### Gate families picked out

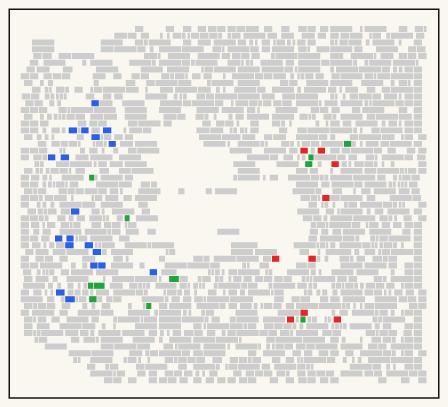
### Signal wires on met2

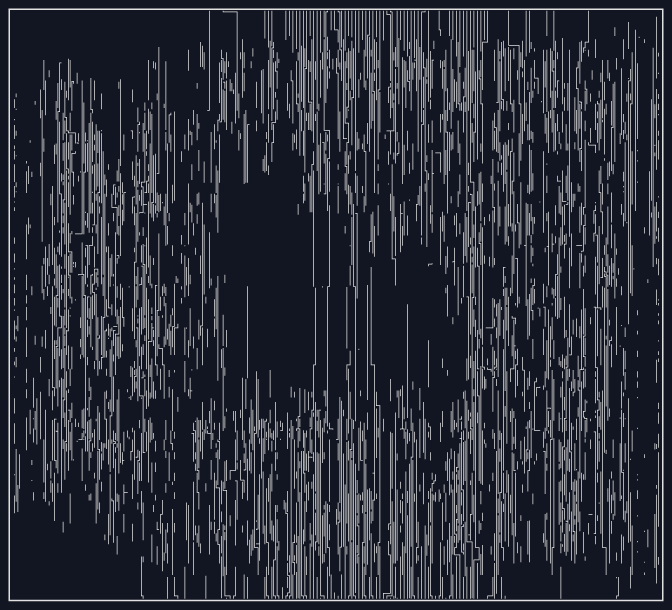
### Signal wires by layer

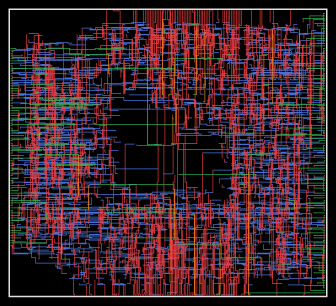
### Cell density map

The die is cut into 17 by 16 equal tiles; white is low, dark blue is high, 0 to 100% covered.
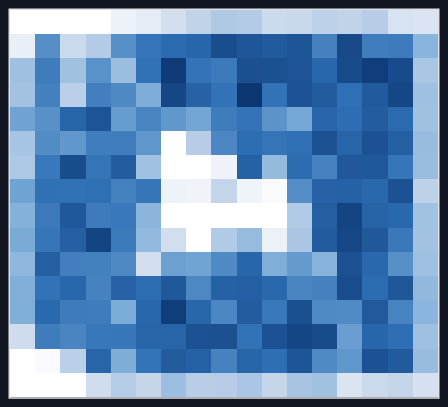
### Routing congestion

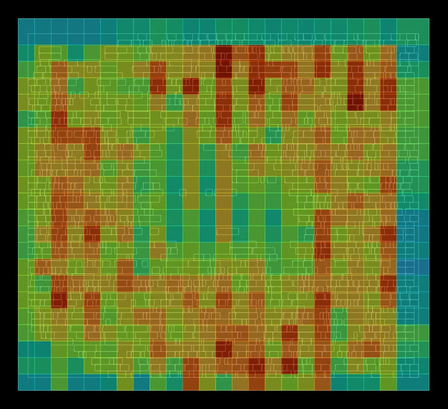
<file path="config.mk">
export PLATFORM = sky130hd
export DESIGN_NAME = memory_access_flat
export DESIGN_NICKNAME = d
export VERILOG_FILES = /design/src/rtl/memory_access_if.sv /design/src/rtl/memory_access.sv /design/src/flat_wrapper.sv
export SDC_FILE = /design/constraint.sdc
export NUM_CORES = 1
export LEC_CHECK = 0
export CAP_MARGIN = 20
export CORE_ASPECT_RATIO = 0.9
export CORE_MARGIN = 4
export CORE_UTILIZATION = 48
export DETAILED_ROUTE_END_ITERATION = 10
export PLACE_DENSITY = 0.81
export SKIP_CTS_REPAIR_TIMING = 1
export SYNTH_ARGS = -nofsm -noshare
export SYNTH_HDL_FRONTEND = slang
export SYNTH_SLANG_ARGS = --single-unit
export TNS_END_PERCENT = 10
</file>
<file path="constraint.sdc">
create_clock -name clk -period 9.5 [get_ports clk]
set_input_delay 1.425 -clock clk [delete_from_list [all_inputs] [get_ports clk]]
set_output_delay 1.425 -clock clk [all_outputs]
set_load 0.01 [all_outputs]
</file>
<file path="src/rtl/memory_access_if.sv">
// Data-memory request bus driven by the memory stage: word address, read strobe,
// byte-write enables and lane-aligned write data.
interface memory_access_if;
   logic [31:0] mem_addr;
   logic        mem_ren;
   logic [3:0]  mem_wen;
   logic [31:0] mem_wdata;

   modport master (output mem_addr, output mem_ren, output mem_wen, output mem_wdata);
   modport slave  (input  mem_addr, input  mem_ren, input  mem_wen, input  mem_wdata);
endinterface

</file>
<file path="src/rtl/memory_access.sv">
// Dioptase memory stage: issues loads/stores, aligns byte lanes, splits misaligned accesses in two.
// Build option MEM_MISALIGN_EXC_EN: misaligned accesses raise exception 8'h04 instead of splitting.
module memory_access (
   input  logic                   clk,
   input  logic                   rst,
   input  logic                   clk_en,
   input  logic                   halt,
   input  logic                   bubble_in,
   input  logic [4:0]             opcode_in,
   input  logic                   is_load_in,
   input  logic                   is_store_in,
   input  logic [4:0]             tgt_in_1,
   input  logic [4:0]             tgt_in_2,
   input  logic [31:0]            alu_result_1_in,
   input  logic [31:0]            alu_result_2_in,
   input  logic [31:0]            store_data,
   input  logic [7:0]             exc_in,
   input  logic                   tgts_cr_in,
   input  logic [4:0]             priv_type_in,
   input  logic [1:0]             crmov_mode_type_in,
   output logic                   stall_out,
   memory_access_if.master        mem,
   output logic                   bubble_out,
   output logic [4:0]             opcode_out,
   output logic                   is_load_out,
   output logic                   is_store_out,
   output logic [4:0]             tgt_out_1,
   output logic [4:0]             tgt_out_2,
   output logic [31:0]            alu_result_1_out,
   output logic [31:0]            alu_result_2_out,
   output logic [7:0]             exc_out,
   output logic                   tgts_cr_out,
   output logic [4:0]             priv_type_out,
   output logic [1:0]             crmov_mode_type_out,
   output logic                   is_misaligned_out,
   output logic [31:0]            addr_out
);

   localparam logic [0:0] IDLE  = 1'b0;
   localparam logic [0:0] SPLIT = 1'b1;

   logic [0:0]  state_reg;
   logic        run;
   logic        active;
   logic        misaligned;
   logic        split_start;
   logic        misalign_exc;
   logic [1:0]  off;
   logic [3:0]  mask;
   logic [7:0]  m8;

   // Copies of the split instruction, replayed during the second half
   logic [31:0] lat_addr;
   logic [31:0] lat_data;
   logic [7:0]  lat_m8;
   logic        lat_is_load;
   logic        lat_is_store;
   logic [4:0]  lat_opcode;
   logic [4:0]  lat_tgt_1;
   logic [4:0]  lat_tgt_2;
   logic [31:0] lat_alu_2;
   logic        lat_tgts_cr;
   logic [4:0]  lat_priv;
   logic [1:0]  lat_crmov;

   always_comb begin
      mask = 4'b0000;
      if (opcode_in >= 5'd3 && opcode_in <= 5'd5)
         mask = 4'b1111;
      else if (opcode_in >= 5'd6 && opcode_in <= 5'd8)
         mask = 4'b0011;
      else if (opcode_in >= 5'd9 && opcode_in <= 5'd11)
         mask = 4'b0001;
   end

   assign run        = clk_en & ~halt;
   assign off        = alu_result_1_in[1:0];
   assign m8         = {4'b0000, mask} << off;
   assign active     = (is_load_in | is_store_in) & ~bubble_in & (exc_in == 8'h00);
   assign misaligned = ((mask == 4'b1111) && (off != 2'd0)) ||
                       ((mask == 4'b0011) && (off == 2'd3));

`ifdef MEM_MISALIGN_EXC_EN
   assign misalign_exc = (state_reg == IDLE) && active && misaligned;
   assign split_start  = 1'b0;
`else
   assign misalign_exc = 1'b0;
   assign split_start  = (state_reg == IDLE) && active && misaligned;
`endif

   always_comb begin
      mem.mem_addr  = {alu_result_1_in[31:2], 2'b00};
      mem.mem_ren   = 1'b0;
      mem.mem_wen   = 4'b0000;
      mem.mem_wdata = store_data << {off, 3'b000};
      stall_out     = 1'b0;
      if (state_reg == SPLIT) begin
         mem.mem_addr  = {lat_addr[31:2], 2'b00} + 32'd4;
         mem.mem_ren   = lat_is_load;
         mem.mem_wen   = lat_is_store ? lat_m8[7:4] : 4'b0000;
         // Upper lanes carry the bytes that spilled past the first word
         mem.mem_wdata = lat_data >> (6'd32 - {1'b0, lat_addr[1:0], 3'b000});
      end else if (active && !misalign_exc) begin
         mem.mem_ren = is_load_in;
         mem.mem_wen = is_store_in ? m8[3:0] : 4'b0000;
         stall_out   = split_start;
      end
      if (!run) begin
         mem.mem_ren = 1'b0;
         mem.mem_wen = 4'b0000;
      end
      if (rst) begin
         mem.mem_ren = 1'b0;
         mem.mem_wen = 4'b0000;
         stall_out   = 1'b0;
      end
   end

   always_ff @(posedge clk or posedge rst) begin
      if (rst) begin
         state_reg           <= IDLE;
         bubble_out          <= 1'b1;
         opcode_out          <= '0;
         is_load_out         <= 1'b0;
         is_store_out        <= 1'b0;
         tgt_out_1           <= '0;
         tgt_out_2           <= '0;
         alu_result_1_out    <= '0;
         alu_result_2_out    <= '0;
         exc_out             <= '0;
         tgts_cr_out         <= 1'b0;
         priv_type_out       <= '0;
         crmov_mode_type_out <= '0;
         is_misaligned_out   <= 1'b0;
         addr_out            <= '0;
         lat_addr            <= '0;
         lat_data            <= '0;
         lat_m8              <= '0;
         lat_is_load         <= 1'b0;
         lat_is_store        <= 1'b0;
         lat_opcode          <= '0;
         lat_tgt_1           <= '0;
         lat_tgt_2           <= '0;
         lat_alu_2           <= '0;
         lat_tgts_cr         <= 1'b0;
         lat_priv            <= '0;
         lat_crmov           <= '0;
      end else if (run) begin
         if (state_reg == SPLIT) begin
            bubble_out          <= 1'b0;
            opcode_out          <= lat_opcode;
            is_load_out         <= lat_is_load;
            is_store_out        <= lat_is_store;
            tgt_out_1           <= lat_tgt_1;
            tgt_out_2           <= lat_tgt_2;
            alu_result_1_out    <= lat_addr;
            alu_result_2_out    <= lat_alu_2;
            exc_out             <= 8'h00;
            tgts_cr_out         <= lat_tgts_cr;
            priv_type_out       <= lat_priv;
            crmov_mode_type_out <= lat_crmov;
            is_misaligned_out   <= 1'b0;
            addr_out            <= lat_addr;
            state_reg           <= IDLE;
         end else begin
            bubble_out          <= bubble_in;
            opcode_out          <= opcode_in;
            is_load_out         <= is_load_in;
            is_store_out        <= is_store_in;
            tgt_out_1           <= tgt_in_1;
            tgt_out_2           <= tgt_in_2;
            alu_result_1_out    <= alu_result_1_in;
            alu_result_2_out    <= alu_result_2_in;
            exc_out             <= exc_in;
            tgts_cr_out         <= tgts_cr_in;
            priv_type_out       <= priv_type_in;
            crmov_mode_type_out <= crmov_mode_type_in;
            is_misaligned_out   <= 1'b0;
            addr_out            <= alu_result_1_in;
            if (misalign_exc)
               exc_out <= 8'h04;
            if (split_start) begin
               bubble_out        <= 1'b1;
               is_misaligned_out <= is_load_in;
               lat_addr          <= alu_result_1_in;
               lat_data          <= store_data;
               lat_m8            <= m8;
               lat_is_load       <= is_load_in;
               lat_is_store      <= is_store_in;
               lat_opcode        <= opcode_in;
               lat_tgt_1         <= tgt_in_1;
               lat_tgt_2         <= tgt_in_2;
               lat_alu_2         <= alu_result_2_in;
               lat_tgts_cr       <= tgts_cr_in;
               lat_priv          <= priv_type_in;
               lat_crmov         <= crmov_mode_type_in;
               state_reg         <= SPLIT;
            end
         end
      end
   end

endmodule

</file>
<file path="src/flat_wrapper.sv">
// flat-port wrapper written by rule: the top's interface ports become plain ports
module memory_access_flat 
  (clk, rst, clk_en, halt, bubble_in, opcode_in, is_load_in, is_store_in, tgt_in_1, tgt_in_2, alu_result_1_in, alu_result_2_in, store_data, exc_in, tgts_cr_in, priv_type_in, crmov_mode_type_in, stall_out, bubble_out, opcode_out, is_load_out, is_store_out, tgt_out_1, tgt_out_2, alu_result_1_out, alu_result_2_out, exc_out, tgts_cr_out, priv_type_out, crmov_mode_type_out, is_misaligned_out, addr_out, mem_mem_addr, mem_mem_ren, mem_mem_wen, mem_mem_wdata);
  memory_access_if mem_i ();
  input  logic clk;
  input  logic rst;
  input  logic clk_en;
  input  logic halt;
  input  logic bubble_in;
  input  logic [4:0] opcode_in;
  input  logic is_load_in;
  input  logic is_store_in;
  input  logic [4:0] tgt_in_1;
  input  logic [4:0] tgt_in_2;
  input  logic [31:0] alu_result_1_in;
  input  logic [31:0] alu_result_2_in;
  input  logic [31:0] store_data;
  input  logic [7:0] exc_in;
  input  logic tgts_cr_in;
  input  logic [4:0] priv_type_in;
  input  logic [1:0] crmov_mode_type_in;
  output logic stall_out;
  output logic bubble_out;
  output logic [4:0] opcode_out;
  output logic is_load_out;
  output logic is_store_out;
  output logic [4:0] tgt_out_1;
  output logic [4:0] tgt_out_2;
  output logic [31:0] alu_result_1_out;
  output logic [31:0] alu_result_2_out;
  output logic [7:0] exc_out;
  output logic tgts_cr_out;
  output logic [4:0] priv_type_out;
  output logic [1:0] crmov_mode_type_out;
  output logic is_misaligned_out;
  output logic [31:0] addr_out;
  output wire logic [$bits(mem_i.mem_addr)-1:0] mem_mem_addr;
  output wire logic [$bits(mem_i.mem_ren)-1:0] mem_mem_ren;
  output wire logic [$bits(mem_i.mem_wen)-1:0] mem_mem_wen;
  output wire logic [$bits(mem_i.mem_wdata)-1:0] mem_mem_wdata;
  assign mem_mem_addr = mem_i.mem_addr;
  assign mem_mem_ren = mem_i.mem_ren;
  assign mem_mem_wen = mem_i.mem_wen;
  assign mem_mem_wdata = mem_i.mem_wdata;
  memory_access u_core (.clk(clk), .rst(rst), .clk_en(clk_en), .halt(halt), .bubble_in(bubble_in), .opcode_in(opcode_in), .is_load_in(is_load_in), .is_store_in(is_store_in), .tgt_in_1(tgt_in_1), .tgt_in_2(tgt_in_2), .alu_result_1_in(alu_result_1_in), .alu_result_2_in(alu_result_2_in), .store_data(store_data), .exc_in(exc_in), .tgts_cr_in(tgts_cr_in), .priv_type_in(priv_type_in), .crmov_mode_type_in(crmov_mode_type_in), .stall_out(stall_out), .mem(mem_i), .bubble_out(bubble_out), .opcode_out(opcode_out), .is_load_out(is_load_out), .is_store_out(is_store_out), .tgt_out_1(tgt_out_1), .tgt_out_2(tgt_out_2), .alu_result_1_out(alu_result_1_out), .alu_result_2_out(alu_result_2_out), .exc_out(exc_out), .tgts_cr_out(tgts_cr_out), .priv_type_out(priv_type_out), .crmov_mode_type_out(crmov_mode_type_out), .is_misaligned_out(is_misaligned_out), .addr_out(addr_out));
endmodule
</file>
==> deck_impl_summary.md <==
Synthesis and Place & Route Summary

Critical path
  • CP startpoint: u_core.state_reg
  • WS Path Type: reg -> out
  • Worst Setup Start Kind: flip-flop
  • Reg2reg start: u_core.state_reg
  • Crit path capture: mem_mem_wdata[26]
  • Worst-path fanout max: 27
  • CP endpoint kind: primary output
  • Data required, critical path: 8080 ps
  • Worst stage delay on the critical path: 920 ps
  • CP Cell Sequence: inv_1 > or3_1 > nor2_1 > a32o_1 > clkdlybuf4s50_1
  • Reg-to-reg endpoint: u_core.lat_addr[25]
  • WP data arrival: 4190 ps
  • Internal reg-to-reg setup slack: 6020 ps
  • Slowest cell on the critical path: or3_1
  • R2R cell count: 7

GRT
  • First-pass GRT wire length: 50300 um
  • Initial antenna violation count: 0
  • Total gr overflow: 0
  • Largest net degree at the start of global routing: 99
  • Vias in the first global route: 9084

Timing
  • Final slew viol count: 0
  • Worst-Margin Slew: 1090 ps
  • Hold slack: 479 ps
  • Period utilisation layout: 59.1%
  • Post-Route Setup TNS: 0 ps
  • Unrepaired setup endpoints after global routing: false
  • Fmax: 178 MHz
  • Tmin final: 5620 ps
  • Clock skew: 5.91 ps
  • Final setup vio count: 0
  • Hold violation count in the final report: 0
  • Slew Limit Headroom: 27.4%
  • Final WS setup: 3880 ps

Routing
  • Detailed-route DRC error count: 0
  • ANT nets after route: 0
  • Drt first pass iters: 5
  • DRT iter0 DRCs: 618
  • DR vias/cell: 5.59

Cells and area
  • Logic area: 0.00546 mm2
  • Area growth, synth to finish: 34.5%
  • Diode count: 0
  • Flop area: 0.00561 mm2
  • Share of cells above drive strength 1: 14.0%
  • Commonest cells after routing, fill and taps aside: 331 x clkdlybuf4s50_1, 222 x dfrtp_1, 144 x mux2i_1
  • Final instance area: 0.0157 mm2
  • NumNets Final: 1451
  • Fillcell total: 1796

Clock tree
  • Clk sinks: 224
  • CTS root buf: clkbuf_16
  • H-tree depth: 1
  • TritonCTS buffer count: 25
  • CTS tree: done
  • Clk_lat worst skew: 500 ps
  • Reg clk slew, reported paths: 60 ps
  • CTS max path bufs: 3

Synthesis
  • Avg Synthesized Cell Area: 11.1 um2
  • # Cells Yosys: 1050
  • Top cells by area: dfrtp_1 48%, mux2i_1 12%, mux2_4 8.6%
  • Dominant cell type by area after synthesis: dfrtp_1
  • Synth warn: 0
  • Post-synth area from yosys stat: 0.0117 mm2
  • Top non-seq family: multiplexers
  • Ys async rst share: 100%
  • Post-synth EDFFs: 0
  • Synth unique cells: 57
  • Area share, top type: 47.8%
  • Xor/xnor share: 0.676%
  • Synthesized-area fraction occupied by and/or/nand/nor cells: 10.1%
  • Synth top cell by count: dfrtp_1
  • Post-synth top cells: 223 x dfrtp_1, 144 x mux2i_1, 137 x nand2_1
  • Register area share after synthesis: 48.1%
  • Flops after synth: 224
  • Syn Std Cell Area: 0.0117 mm2
  • Fraction of the mapped netlist area in compound gates: 9.35%
  • Post-synthesis mux area share: 26.2%
  • Fa+ha+maj area frac: 0.215%
  • Synth Flop Type: dfrtp_1
  • Mapped Cells: 1050

Placed design
  • Placement Setup Slack: 4040 ps
  • Placed wire-length estimate: 23200 um
  • Post-Place Cells: 1590
  • Gp weighted congestion: 0.933
  • I/O Buffers: 332
  • DP Area: 0.0149 mm2

Worst hold path
  • Worst Hold Launch: u_core.priv_type_out[1]
  • Worst Hold Path EP: u_core.priv_type_out[1]
  • Hold crit path type: reg -> reg
  • Cell depth of the worst hold path: 2

Die
  • Die H: 156 um
  • Placement Rows: 53
  • Die X: 172 um
  • Die area: 0.0269 mm2
  • Top Ports: 335

Pwr
  • PwrDens: 156 mW/mm2
  • Lkg Pwr: 6.88 nW
  • Peak supply drop: 0.101 mV
  • Pwr Total: 2.44 mW

Run
  • # Max-Cap Violations: 0
  • Tool warnings: 26

Status
  • Status: complete, no violations
-- 'Gate families picked out' (at the start) --
- green: AND and OR gates (cells 11)
- red: XOR/XNOR gates (cells 9; most used xor2_1)
- blue: AND-OR and OR-AND gates (cells 19)
Comb/total area: 34.8%
most numerous logic cell after layout: clkdlybuf4s50_1
final std cells w/o fill: 1633

-- 'Signal wires on met2' (at the start) --
- nets with wire on the layer: 1275
- longest straight run: 64.3 um
- main direction: vertical
total wire length: 33000 um
GR Util met2: 39.9%
Vias: 9124

-- 'Signal wires by layer' (at the start) --
- red: metal 2 (wire length 16100 um)
- blue: metal 1 (wire length 14000 um)
- orange: metal 4 (wire length 675 um)
- green: metal 3 (wire length 2200 um)

-- 'Cell density map' (at the start) --
- nearly empty tiles: 6.2%
- emptiest ninth of the die: center
- fullest tile: 97%
- tiles over 75% full: 33%
Final Util: 66.4%
floorplan utilization: 49.4%
Core Footprint: 0.0236 mm2

-- 'Routing congestion' (at the start) --
GRT Overall Usage: 23.4%
met3 usage: 3.75%
busiest grt layer: met2
GR Layer Usage met1: 31.7%
Wirelength per Cell: 20.2 um

[critical path, delay by kind of cell (launching register included)]
kind            cells  cell delay (ps)
simple gates        2             1580
buf+inv             2             1120
flops               1              690
compound gates      1              280
[power by group]
group	internal (mW)	switching [mW]
clock network	0.572	0.380
logic	0.244	0.196
registers	1.01	0.0399
total	1.83	0.616
[layer usage]
layer	up-vias	wire, um
li1	4246	-
met3	45	2200
met1	4457	14000
met4	0	674
met2	376	16100
met5	-	0
[cell type report]
cell class              count  area share (%)
repair buffers            342            21.6
clock buffers              32            4.47
inverters                   8           0.239
multi-input cells         714            34.8
flip-flops and latches    224            35.8
clock inverters            11           0.702
well taps                 302            2.41
Power and IR drop assume default switching activity.
